Fig. 1: a small window of the routed layout
Window x 22 to 62, y 6 to 46 um. Cells in grey, sequential cells in the stronger grey; small squares are vias.
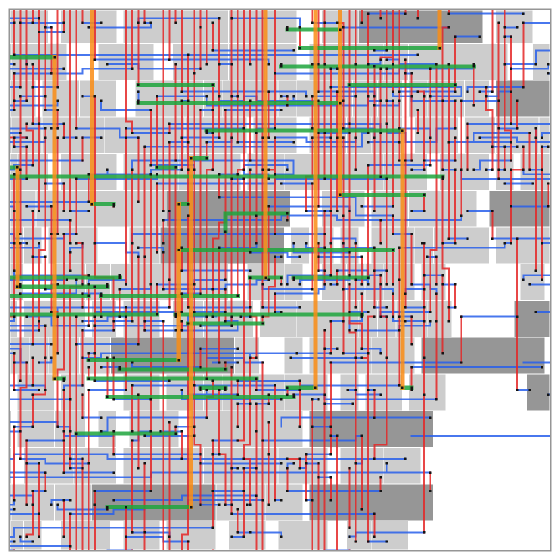
Fig. 2: metal layers overlaid
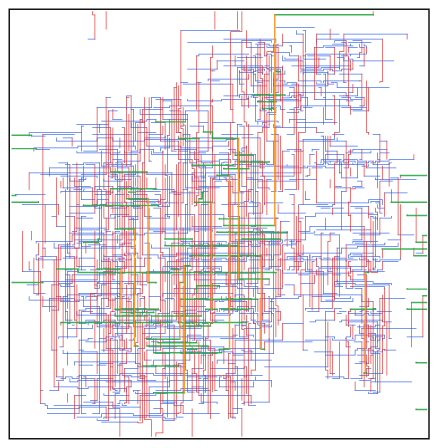
File: src/rtl/player_motion.sv
`default_nettype none
// ============================================================================
// Module   : player_motion
// Purpose  : Tick-based jump / duck / gravity motion controller for a sprite.
//            Optional air jump enabled by defining DOUBLE_JUMP_EN.
// Revision : 1.0 - initial release
// ============================================================================
module player_motion #(
   parameter int Y_W        = 10,
   parameter int GROUND_Y   = 100,
   parameter int MAX_Y      = 400,
   parameter int JUMP_VEL   = 8,
   parameter int GRAVITY    = 1,
   parameter int TICK_DIV   = 500000,
   parameter int STAND_H    = 20,
   parameter int DUCK_H     = 10,
   parameter int DUCK_TICKS = 30
) (
   input  logic           clock,
   input  logic           reset,
   input  logic           enable,
   input  logic           jump,
   input  logic           duck,
   output logic [Y_W-1:0] player_y,
   output logic [Y_W-1:0] player_h,
   output logic           airborne,
   output logic [1:0]     state,
   output logic           landed
);

   localparam int CNT_W  = $clog2(TICK_DIV);
   localparam int DUCK_W = (DUCK_TICKS > 2) ? $clog2(DUCK_TICKS) : 1;

   localparam logic [CNT_W-1:0]      c_tick_last  = CNT_W'(TICK_DIV - 1);
   localparam logic [DUCK_W-1:0]     c_duck_load  = DUCK_W'(DUCK_TICKS - 1);
   localparam logic [Y_W-1:0]        c_ground_y   = Y_W'(GROUND_Y);
   localparam logic [Y_W-1:0]        c_max_y      = Y_W'(MAX_Y);
   localparam logic [Y_W-1:0]        c_launch_y   = Y_W'(GROUND_Y + JUMP_VEL);
   localparam logic [Y_W-1:0]        c_stand_h    = Y_W'(STAND_H);
   localparam logic [Y_W-1:0]        c_duck_h     = Y_W'(DUCK_H);
   localparam logic signed [Y_W+1:0] c_ground_s   = (Y_W+2)'(GROUND_Y);
   localparam logic signed [Y_W+1:0] c_max_s      = (Y_W+2)'(MAX_Y);
   localparam logic signed [Y_W:0]   c_jump_vel   = (Y_W+1)'(JUMP_VEL);
   localparam logic signed [Y_W:0]   c_gravity    = (Y_W+1)'(GRAVITY);
   localparam logic signed [Y_W:0]   c_launch_vel = (Y_W+1)'(JUMP_VEL - GRAVITY);

   typedef enum logic [1:0] {
      S_GROUND  = 2'd0,
      S_RISING  = 2'd1,
      S_FALLING = 2'd2,
      S_DUCK    = 2'd3
   } state_t;

   state_t                r_state, w_state_nxt;
   logic [Y_W-1:0]        r_y, w_y_nxt;
   logic signed [Y_W:0]   r_vel, w_vel_nxt, w_step_vel, w_vel_dec;
   logic signed [Y_W+1:0] w_pos;
   logic [CNT_W-1:0]      r_tick_cnt;
   logic [DUCK_W-1:0]     r_duck_cnt, w_duck_nxt;
   logic                  r_jump_q, r_jump_pend, r_landed, w_landed_nxt;
   logic                  w_tick, w_jump_edge, w_pend, w_air, w_step_up, w_dec_up;
`ifdef DOUBLE_JUMP_EN
   logic                  r_air_jump, w_dj_fire;
`endif

   assign w_tick      = enable && (r_tick_cnt == c_tick_last);
   assign w_jump_edge = jump && !r_jump_q;
   // An edge arriving on the tick cycle itself is honoured on that tick.
   assign w_pend      = r_jump_pend || w_jump_edge;
   assign w_air       = (r_state == S_RISING) || (r_state == S_FALLING);

   always_comb begin
      w_state_nxt  = r_state;
      w_y_nxt      = r_y;
      w_vel_nxt    = r_vel;
      w_duck_nxt   = r_duck_cnt;
      w_landed_nxt = 1'b0;
      w_step_vel   = r_vel;
`ifdef DOUBLE_JUMP_EN
      w_dj_fire    = w_pend && !r_air_jump;
      if (w_dj_fire) w_step_vel = c_jump_vel;
`endif
      w_pos     = $signed({2'b00, r_y}) + $signed({w_step_vel[Y_W], w_step_vel});
      w_vel_dec = w_step_vel - c_gravity;
      w_step_up = !w_step_vel[Y_W] && (|w_step_vel);
      w_dec_up  = !w_vel_dec[Y_W] && (|w_vel_dec);

      if (w_tick) begin
         case (r_state)
            S_GROUND: begin
               if (w_pend) begin
                  w_y_nxt     = c_launch_y;
                  w_vel_nxt   = c_launch_vel;
                  w_state_nxt = S_RISING;
               end else if (duck) begin
                  w_state_nxt = S_DUCK;
                  w_duck_nxt  = c_duck_load;
               end
            end
            S_RISING, S_FALLING: begin
               if (w_pos <= c_ground_s) begin
                  w_y_nxt      = c_ground_y;
                  w_vel_nxt    = '0;
                  w_state_nxt  = S_GROUND;
                  w_landed_nxt = 1'b1;
               // Clamp only while still moving up, so a player parked at the
               // ceiling with zero velocity is free to start descending.
               end else if ((w_pos >= c_max_s) && w_step_up) begin
                  w_y_nxt     = c_max_y;
                  w_vel_nxt   = '0;
                  w_state_nxt = S_FALLING;
               end else begin
                  w_y_nxt     = w_pos[Y_W-1:0];
                  w_vel_nxt   = w_vel_dec;
                  w_state_nxt = w_dec_up ? S_RISING : S_FALLING;
`ifdef DOUBLE_JUMP_EN
                  if (w_dj_fire) begin
                     w_vel_nxt   = c_jump_vel;
                     w_state_nxt = S_RISING;
                  end
`endif
               end
            end
            S_DUCK: begin
               if (r_duck_cnt == '0) w_state_nxt = S_GROUND;
               else                  w_duck_nxt  = r_duck_cnt - DUCK_W'(1);
            end
            default: w_state_nxt = S_GROUND;
         endcase
      end
   end

   always_ff @(posedge clock or posedge reset) begin
      if (reset) begin
         r_state     <= S_GROUND;
         r_y         <= c_ground_y;
         r_vel       <= '0;
         r_tick_cnt  <= '0;
         r_duck_cnt  <= '0;
         r_jump_q    <= 1'b0;
         r_jump_pend <= 1'b0;
         r_landed    <= 1'b0;
`ifdef DOUBLE_JUMP_EN
         r_air_jump  <= 1'b0;
`endif
      end else begin
         r_landed <= w_landed_nxt;
         if (enable) begin
            r_tick_cnt <= w_tick ? '0 : r_tick_cnt + CNT_W'(1);
            r_jump_q   <= jump;
            if (w_tick || (r_state == S_DUCK)) r_jump_pend <= 1'b0;
            else if (w_jump_edge)              r_jump_pend <= 1'b1;
            r_state    <= w_state_nxt;
            r_y        <= w_y_nxt;
            r_vel      <= w_vel_nxt;
            r_duck_cnt <= w_duck_nxt;
`ifdef DOUBLE_JUMP_EN
            if (w_landed_nxt)                    r_air_jump <= 1'b0;
            else if (w_tick && w_air && w_dj_fire) r_air_jump <= 1'b1;
`endif
         end
      end
   end

   assign player_y = r_y;
   assign player_h = (r_state == S_DUCK) ? c_duck_h : c_stand_h;
   assign airborne = w_air;
   assign state    = r_state;
   assign landed   = r_landed;

endmodule
`default_nettype wire
File: config.mk
export PLATFORM = sky130hd
export DESIGN_NAME = player_motion
export DESIGN_NICKNAME = d
export VERILOG_FILES = /design/src/rtl/player_motion.sv
export SDC_FILE = /design/constraint.sdc
export NUM_CORES = 1
export LEC_CHECK = 0
export CORE_AREA = 2 2 83 85
export DETAILED_ROUTE_END_ITERATION = 8
export DIE_AREA = 0 0 85 87
export PLACE_DENSITY = 0.82
export SLEW_MARGIN = 5
export SYNTH_ARGS = -nofsm -noshare
export SYNTH_HDL_FRONTEND = slang
export SYNTH_SLANG_ARGS = --single-unit
File: constraint.sdc
create_clock -name clock -period 2.6 [get_ports clock]
set_input_delay 0.52 -clock clock [delete_from_list [all_inputs] [get_ports clock]]
set_output_delay 0.52 -clock clock [all_outputs]
set_load 0.01 [all_outputs]
==> impl_metrics.env <==
# yosys + openroad results
export IMPL_critical_path_arrival_ps=3210
export IMPL_critical_path_stages=12
export IMPL_p_clk_uw=503
export IMPL_rsz0062_at_grt="true"
export IMPL_wl_per_cell_um=16.95
export IMPL_final_cell_mix="buf_4 (59), dfrtp_1 (47), nand2_1 (37), nor2_1 (29), clkdlybuf4s50_1 (22)"
export IMPL_detail_route_vias_per_cell=5.883
export IMPL_pwr_density_cell_nw_per_um2=334.2
export IMPL_multi_input_gates=293
export IMPL_clock_sinks=50
export IMPL_post_route_util_pct=68.50
export IMPL_nFlopsAndLatches=50
export IMPL_synth_top_cells_by_count="dfrtp_1 (47), nand2_1 (39), nor2_1 (33), a21oi_1 (24), o21ai_0 (22)"
export IMPL_yosys_cell_types_count=62
export IMPL_ys_chip_area_um2=3322
export IMPL_power_leakage_nw=2.135
export IMPL_post_synth_instance_area_um2=3322
export IMPL_synthArstFlopShare_pct=100.0
export IMPL_critical_path_startpoint="r_vel[0]$_DFFE_PP0P_"
export IMPL_inv_count=14
export IMPL_status="finished with violations"
export IMPL_clock_power_share_pct=33.4
export IMPL_finalHoldViolations=0
export IMPL_timing_final_max_slew_violations=0
export IMPL_max_slew_margin_rel_pct=60.74
export IMPL_drc=0
export IMPL_ir_worst_vdd_uv=315.0
export IMPL_dpl_cell_count=518
export IMPL_drt_iter0_drc=286
export IMPL_tritoncts_clock_tree="built"
export IMPL_fin_nets=482
export IMPL_post_layout_total_power_mw=1.504
export IMPL_drt_total_wl_mm=9.134
export IMPL_p_comb_share_pct=8.4
export IMPL_clock_insertion_delay_worst_skew_ps=310
export IMPL_signal_buffer_area_fraction_pct=18.38
export IMPL_area_share_sequential_pct=27.89
export IMPL_setup_violations=24
export IMPL_dpl_cell_area_um2=4024
export IMPL_worst_endpoint_required_ps=2800
export IMPL_crit_path_end_kind="flip-flop"
export IMPL_worst_hold_slack_across_all_endpoints_ps=470.6
export IMPL_core_area_um2=6569
export IMPL_cts_path_max_buffers=2
export IMPL_synth_largest_type_area_fraction_pct=35.40
export IMPL_number_of_standard_cells_in_the_layout_taps_in_and_fillers_out=539
export IMPL_worst_r2r_setup_slack_ps=-410
export IMPL_num_clock_buffers=5
export IMPL_numCtsBuffers=5
export IMPL_failed_checks="negative setup slack"
export IMPL_cell_kind_with_the_greatest_summed_area="logic gates"
export IMPL_area_leaders="dfrtp_1 (35%), ha_1 (6.8%), nand2_1 (4.4%), nor2_1 (3.7%), xnor2_1 (3.7%)"
export IMPL_n_fill_cell=462
export IMPL_fin_ws_ps=-410.7
export IMPL_critical_path_startpoint_type="flip-flop"
export IMPL_fmaxAchievable_ghz=0.3322
export IMPL_internal_power_mw=1.089
export IMPL_synth_top_flop_cell="dfrtp_1"
export IMPL_grt_first_pass_wirelength_mm=13.59
export IMPL_tns_ps=-7665
export IMPL_crit_buf_inv=3
export IMPL_final_layout_size_suffix_gt1_share_pct=28.98
export IMPL_grt_max_degree=28
export IMPL_hold_end="r_tick_cnt[4]$_DFFE_PP0P_"
export IMPL_power_group_top="registers"
export IMPL_reg2reg_from="r_vel[0]$_DFFE_PP0P_"
-- Fig. 1 (at the start) --
Orange is met4. Blue is met1. Red is met2. Green is met3.
Sequential cells in the window: 8. Most frequent: buf_4 (20), nand2_1 (11), nor2_1 (9). 140 logic cells have their middle in the window. Netlist names of flops here include `r_vel` (7), `player_y` (1).

-- Fig. 2 (at the start) --
Blue is met1, wire length 3780 um. Green is met3, wire length 497 um. Red is met2, wire length 4610 um. Orange is met4, wire length 255 um.

==> routing by layer <==
metal	global-route usage, %	routed length (um)
met5	0	0
met4	6.926	255
met3	3.318	496
met2	38.42	4607
met1	30.24	3775
==> cells by family after synthesis <==
family / synth area share (%)
compound gates: 21.05
xor+xnor: 6.591
fa+ha+maj: 7.382
buf+inv: 5.386
flops: 37.78
mux: 0.6779
other cells: 0.1129
simple gates: 21.02
==> sequential cells by signal, indices dropped and copies added (netlist names) <==
name / count
landed: 1
player_y: 10
r_duck_cnt: 5
r_jump_pend: 1
r_jump_q: 1
r_tick_cnt: 19
r_vel: 11
state: 2
==> what timing repair did <==
action / CTS / global route
gates resized: 13 / 47
hold buffers: 0 / 0
endpoints found under the setup margin: 24 / 24
setup buffers: 3 / 10
pin swaps: 9 / 18
hold endpoints to repair: 0 / 0
